run_1/placement_by_type.png
Scale: 3 px per µm.
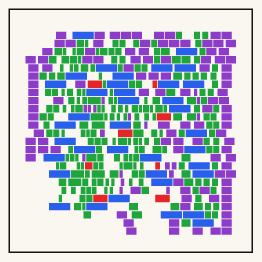
run_1/io_fan.png
Scale: 6 px per µm.
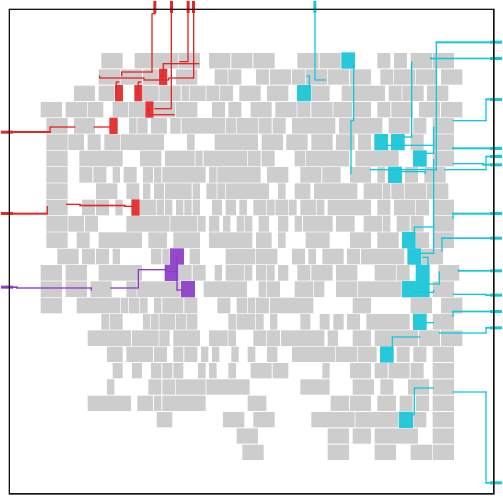
run_1/clocks.png
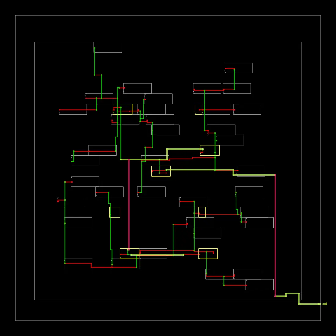
Design mem_arbiter, sky130hd; sources not shown.
==> Changelog: implementation, run 1 <==
### Changed

- Run status: completed
- M1 wire length: 2710 µm
- Largest fanout on the critical path: 10
- Maximum number of buffers from clock root to sink: 2
- Post-synthesis share of cell area spent on full adders, half adders and majority gates: roughly 2.9%
- Met3 wire len: between 600 and 700 µm
- GRT Residual Overflow: 0
- Total via count in the routed design: 2,377
- Data arrival time at the worst-slack endpoint: a little under 4 ns
- Count of non-CTS inverters in the layout: 5
- ANT cells: 0
- Area fraction in xor and xnor cells: less than 1%
- Met2 capacity usage during global routing: 36.8%
- Multi-input combinational cell count: just over 200
- GR Layer Usage met3: between 5 and 6%
- Setup total negative slack: 0 ns
- Sequential element share of the synthesized area: around a third
- Synthesized area divided by synthesized cell count: roughly 8.0 µm²
- Fraction of layout cells with a size suffix above 1: 4.46%
- Buffers outside the clock class: 126
- Cell class with the largest area share: multi-input combinational cells
- Die width: a little over 80 µm
- Peak supply drop: between 0.15 and 0.2 mV
- Syn Std Cell Area: approximately 0.0021 mm²
- Number of warnings in the stage logs: 29
- Max-slew violation count: 0
- Net count, final: 430
- Endpoint type of the worst setup path: flip-flop
- Biggest combinational cell group after synthesis: simple AND/OR/NAND/NOR gates
- Pin count of the biggest net entering global routing: 13
- Async set-or-reset flop fraction in the synthesized netlist: 0%
- Power in combinational cells: about 0.26 mW
- Worst EP required: about 4.2 ns
- 1st-pass router iterations: 4
- Tightest Hold Check Type: reg -> reg
- Number of buffers created by CTS: 5
- DPL Wire Length: approximately 5400 µm
- Combined area of the multi-input logic cells: 0.00126 mm²
- Tap Count: ~67
- Clock tree from TritonCTS: built
- Worst slack, placed: around 0.75 ns
- Most frequently used flop master after synthesis: dfxtp_1
- Total stage count of the critical path: 8
-- placement_by_type.png (at the start) --
color	class	cells
red	clock drivers and dummy loads	8
green	combinational and other logic	210
purple	other buffers and delay cells	126
blue	flops	37
flip-flop and latch share of the layout cell area: 22.2%
CORE AREA: 0.00479 mm²
count of standard-cell rows: 25
Layout Cell Area excl Fill: 0.00334 mm²

-- io_fan.png (at the start) --
color	port	bits	direction	edge	end cells	buffers	wire
red	vga_addr	6	input	4 top, 2 left	6	6	125 µm
purple	a_req	1	input	left	3	1	34.6 µm
cyan	b_rdata	14	output	13 right, 1 top	14	14	268 µm
Port-buffer cells: 107
I/O pins: 108

-- clocks.png (at the start) --
sequential cell count: 37
total of clock buffers placed in the layout: 5
sink count of the clock tree: 37
Post-Route Skew: 0.00756 ns

==> run 1 -> run 2 <==
SKIP_CTS_REPAIR_TIMING = default   (was 1)
TNS_END_PERCENT = 20   (was default)
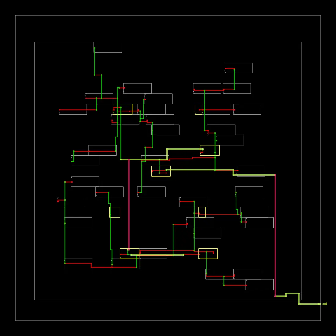
run_2/clocks.png
worst-skew pair later-pin latency: 0.30 ns
number of buffers created by CTS: 5

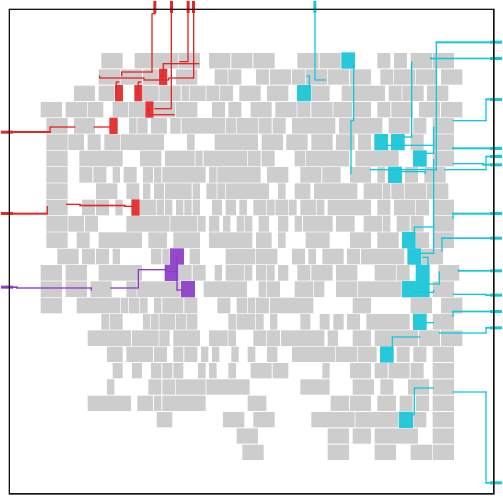
run_2/io_fan.png
Scale: 6 px per µm.
color	port	bits	direction	edge	end cells	buffers	wire
cyan	b_rdata	14	output	13 right, 1 top	14	14	268 µm
purple	a_req	1	input	left	3	1	34.6 µm
red	vga_addr	6	input	4 top, 2 left	6	6	125 µm

==> Changelog: implementation, run 2 <==
### Changed

- Data arrival time at the worst-slack endpoint: 3.85 ns (about the same)
- Endpoint type of the worst setup path: flip-flop
- Port-buffer cells: 107 (unchanged)
- Sequential cell count: 37 (unchanged)
- Run status: completed
- Total via count in the routed design: 2,377 (unchanged)
- Tightest Hold Check Type: reg -> reg
- Most frequently used flop master after synthesis: dfxtp_1
- Worst slack, placed: 0.750 ns (unchanged)
- Combined area of the multi-input logic cells: 0.00126 mm² (unchanged)
- Tap Count: 67 (unchanged)
- Largest fanout on the critical path: 10 (unchanged)
- Layout Cell Area excl Fill: 0.00334 mm² (unchanged)
- ANT cells: 0 (unchanged)
- GRT Residual Overflow: 0 (unchanged)
- Setup total negative slack: 0 ns (unchanged)
- I/O pins: 108 (unchanged)
- Count of standard-cell rows: 25 (unchanged)
- Die width: 80.5 µm (unchanged)
- 1st-pass router iterations: 4 (unchanged)
- Met3 wire len: 604 µm (unchanged)
- Total stage count of the critical path: 8 (unchanged)
- Multi-input combinational cell count: 205 (unchanged)
- Post-synthesis share of cell area spent on full adders, half adders and majority gates: 2.93% (unchanged)
- Buffers outside the clock class: 126 (unchanged)
- Fraction of layout cells with a size suffix above 1: 4.46% (unchanged)
- Maximum number of buffers from clock root to sink: 2 (unchanged)
- Number of warnings in the stage logs: 29 (unchanged)
- Flip-flop and latch share of the layout cell area: 22.2% (unchanged)
- Sequential element share of the synthesized area: 34.6% (unchanged)
- Clock tree from TritonCTS: built
- Synthesized area divided by synthesized cell count: 8.04 µm² (unchanged)
Power is estimated from default activity; no workload was simulated.
